## config.mk

```make
export PLATFORM = sky130hd
export DESIGN_NAME = read_fifo_ctrl_gray
export DESIGN_NICKNAME = d
export VERILOG_FILES = /design/src/rtl/read_fifo_ctrl_gray.sv
export SDC_FILE = /design/constraint.sdc
export NUM_CORES = 1
export LEC_CHECK = 0
export CORE_MARGIN = 8
export CORE_UTILIZATION = 40
export DETAILED_ROUTE_END_ITERATION = 12
export HOLD_SLACK_MARGIN = 0.08
export PLACE_DENSITY = 0.66
export SLEW_MARGIN = 5
export SYNTH_ARGS = -nofsm -noshare
export SYNTH_HDL_FRONTEND = slang
export SYNTH_SLANG_ARGS = --single-unit
```

## constraint.sdc

```tcl
create_clock -name r_clk_in -period 5 [get_ports r_clk_in]
set_input_delay 0.75 -clock r_clk_in [delete_from_list [all_inputs] [get_ports r_clk_in]]
set_output_delay 0.75 -clock r_clk_in [all_outputs]
set_load 0.02 [all_outputs]
```

## src/rtl/read_fifo_ctrl_gray.sv

```systemverilog
// Read-side controller for an asynchronous FIFO: binary/Gray read pointer, write-pointer synchroniser, level/empty/almost-empty flags.
// Optional sticky underflow detection is built when RFIFO_UNDERFLOW_EN is defined; otherwise r_underflow_out is tied low.
module read_fifo_ctrl_gray #(
  parameter int ADDR_WIDTH          = 3,
  parameter int SYNC_STAGES         = 2,
  parameter int ALMOST_EMPTY_THRESH = 1
) (
  input  logic                  r_clk_in,
  input  logic                  r_reset_n_in,
  input  logic                  r_request_in,
  input  logic [ADDR_WIDTH:0]   w_gray_ptr_in,
  output logic [ADDR_WIDTH:0]   r_gray_ptr_out,
  output logic [ADDR_WIDTH-1:0] r_addr_out,
  output logic                  r_read_en_out,
  output logic                  r_empty_out,
  output logic                  r_almost_empty_out,
  output logic [ADDR_WIDTH:0]   r_level_out,
  output logic                  r_underflow_out
);
  localparam int PW = ADDR_WIDTH + 1;
  localparam logic [PW-1:0] THRESH = PW'(ALMOST_EMPTY_THRESH);

  logic [PW-1:0] r_bin;
  logic [PW-1:0] r_bin_next;
  logic [PW-1:0] r_gray_next;
  logic [PW-1:0] sync_q [SYNC_STAGES];
  logic [PW-1:0] w_gray_sync;
  logic [PW-1:0] w_bin_sync;
  logic [PW-1:0] level_next;

  // Request/grant: a read is granted in the same cycle r_request_in is high
  // and the registered empty flag is low; ungranted requests are dropped.
  assign r_read_en_out = r_request_in & ~r_empty_out;

  assign r_bin_next  = r_bin + {{ADDR_WIDTH{1'b0}}, r_read_en_out};
  assign r_gray_next = r_bin_next ^ (r_bin_next >> 1);
  assign r_addr_out  = r_bin[ADDR_WIDTH-1:0];

  // Plain flop chain; the intermediate stages feed nothing but the next stage.
  always_ff @(posedge r_clk_in or negedge r_reset_n_in) begin
    if (!r_reset_n_in) begin
      for (int i = 0; i < SYNC_STAGES; i++) sync_q[i] <= '0;
    end else begin
      sync_q[0] <= w_gray_ptr_in;
      for (int i = 1; i < SYNC_STAGES; i++) sync_q[i] <= sync_q[i-1];
    end
  end

  assign w_gray_sync = sync_q[SYNC_STAGES-1];

  always_comb begin
    w_bin_sync = '0;
    for (int i = 0; i < PW; i++) w_bin_sync[i] = ^(w_gray_sync >> i);
  end

  // Modulo subtraction keeps full (equal addresses, differing MSB) at 2**ADDR_WIDTH.
  assign level_next = w_bin_sync - r_bin_next;

  always_ff @(posedge r_clk_in or negedge r_reset_n_in) begin
    if (!r_reset_n_in) begin
      r_bin              <= '0;
      r_gray_ptr_out     <= '0;
      r_empty_out        <= 1'b1;
      r_almost_empty_out <= 1'b1;
      r_level_out        <= '0;
    end else begin
      r_bin              <= r_bin_next;
      r_gray_ptr_out     <= r_gray_next;
      r_empty_out        <= (r_gray_next == w_gray_sync);
      r_almost_empty_out <= (level_next <= THRESH);
      r_level_out        <= level_next;
    end
  end

`ifdef RFIFO_UNDERFLOW_EN
  always_ff @(posedge r_clk_in or negedge r_reset_n_in) begin
    if (!r_reset_n_in) begin
      r_underflow_out <= 1'b0;
    end else if (r_request_in && r_empty_out) begin
      r_underflow_out <= 1'b1;
    end
  end
`else
  assign r_underflow_out = 1'b0;
`endif

endmodule

```

Figure 1. Metal layers overlaid.
Two of the layers only.
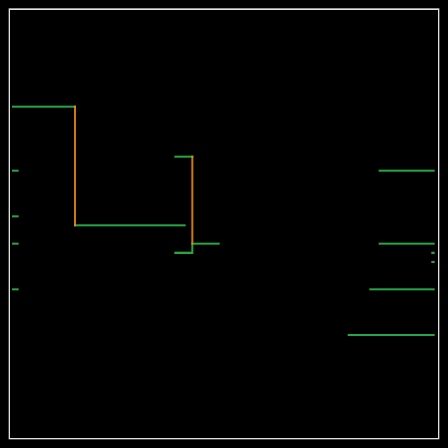
[metal 4] orange | wire length: 30.6 um
[metal 3] green | wire length: 77.3 um
Total Wirelength: 1.39 mm
GR Util All Layers: 7.73%
post-detailed-route wirelength per cell: 12.1 um
number of vias in the routed layout: 524

Figure 2. I/O pins on the die edge.
Pins as bars across the die edge, other pins in grey.
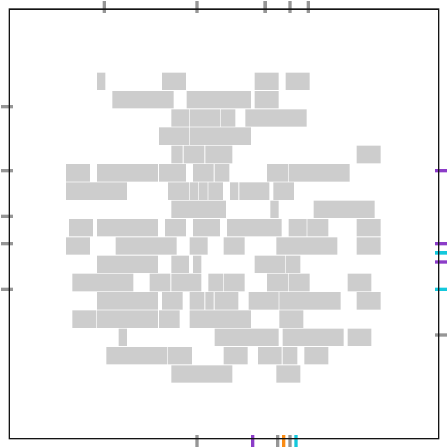
[r_gray_ptr_out] purple | pins: 4 | direction: output | edge: 3 right, 1 bottom
[r_empty_out] orange | pins: 1 | direction: output | edge: bottom
[r_addr_out] cyan | pins: 3 | direction: output | edge: 2 right, 1 bottom
all pins by edge: 6 bottom, 6 right, 5 top, 5 left

Figure 3. Routing congestion.
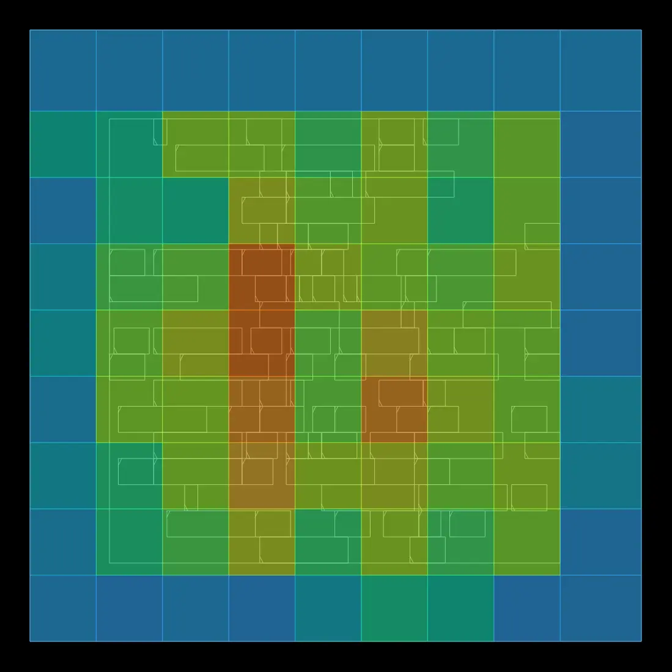
global routing usage on met1: 8.68%
final standard cell utilization of the core: 53.4%

==> tab_implementation.tex <==
% Implementation results table
\begin{tabular}{lr}
\hline
Metric & Value \\
\hline
\multicolumn{2}{l}{\textbf{CTS}} \\
\quad CTS tree & built \\
\quad Buffers inserted during post-CTS setup optimization & 0 \\
\quad Cts bufs inserted & 3 \\
\quad Clock tree root driver cell & clkbuf\_4 \\
\multicolumn{2}{l}{\textbf{Synthesis}} \\
\quad Flops \& latches, synth & 21 \\
\quad Synth top cell by count & dfrtp\_1 \\
\quad AND/OR/NAND/NOR Cells, Area Fraction & 6.47\% \\
\quad Synthesized-area fraction occupied by ao, oa, aoi and oai cells & 5.65\% \\
\quad Post-synth cell types & 24 \\
\multicolumn{2}{l}{\textbf{Setup path}} \\
\quad Worst setup path startpoint & r\_request\_in \\
\quad Gate family responsible for the most delay along the worst path & adder cells \\
\quad Most repeated library cell on the critical path & ha\_1 \\
\multicolumn{2}{l}{\textbf{Cells and area}} \\
\quad Non-clock inverter total of the final layout & 6 \\
\quad Total number of multi-input combinational cells & 36 \\
\quad Multi-input logic portion of the cell area & 29.8\% \\
\multicolumn{2}{l}{\textbf{Final timing}} \\
\quad Final worst slack & 2040 ps \\
\quad Unrepaired setup endpoints after global routing & false \\
\multicolumn{2}{l}{\textbf{Power and ir drop}} \\
\quad Leakage component of the power & 0.523 nW \\
\quad Clock group power & 78.3 uW \\
\multicolumn{2}{l}{\textbf{Status}} \\
\quad Outcome & finished, final reports clean \\
\multicolumn{2}{l}{\textbf{GRT}} \\
\quad Initial antenna violation count & 0 \\
\quad Met3 track demand over resource & 2.83\% \\
\multicolumn{2}{l}{\textbf{Drt}} \\
\quad DRC violation count after routing & 0 \\
\quad Final antenna-violating net count & 0 \\
\quad Met3 WL & 77 um \\
\multicolumn{2}{l}{\textbf{Hold path}} \\
\quad Cell depth of the worst hold path & 0 \\
\hline
\end{tabular}
Figure 4. Clock network drawn from the DEF.
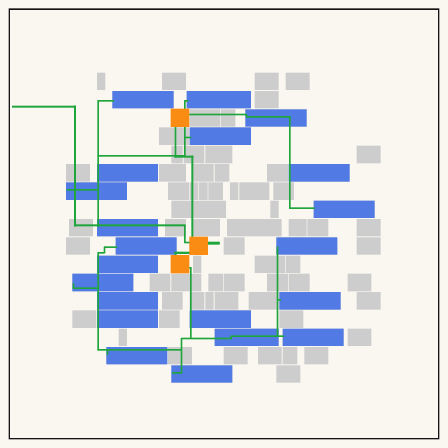
[clock wires] green | length: 243 um
[flip-flops] blue | count: 21
[clock drivers] orange | count: 3
routed clock nets: 4

Figure 5. Cell classes on the final placement.
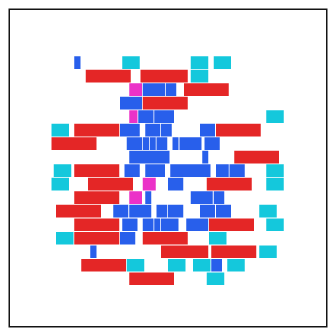
[remaining buffers and delay cells] cyan | cells: 20 | share of their area: 18%
[combinational and other logic] blue | cells: 42 | share of their area: 33%
[clock drivers and dummy loads] magenta | cells: 4 | share of their area: 2.5%
[sequential cells] red | cells: 21 | share of their area: 47%
number of rows created at floorplan: 17
area of the placeable core: 2170 um^2
area of all placed cells without fillers: 1160 um^2
proportion of cell area occupied by registers: 45.6%

Power figures rest on the tool's default switching activity, not on a simulated workload.
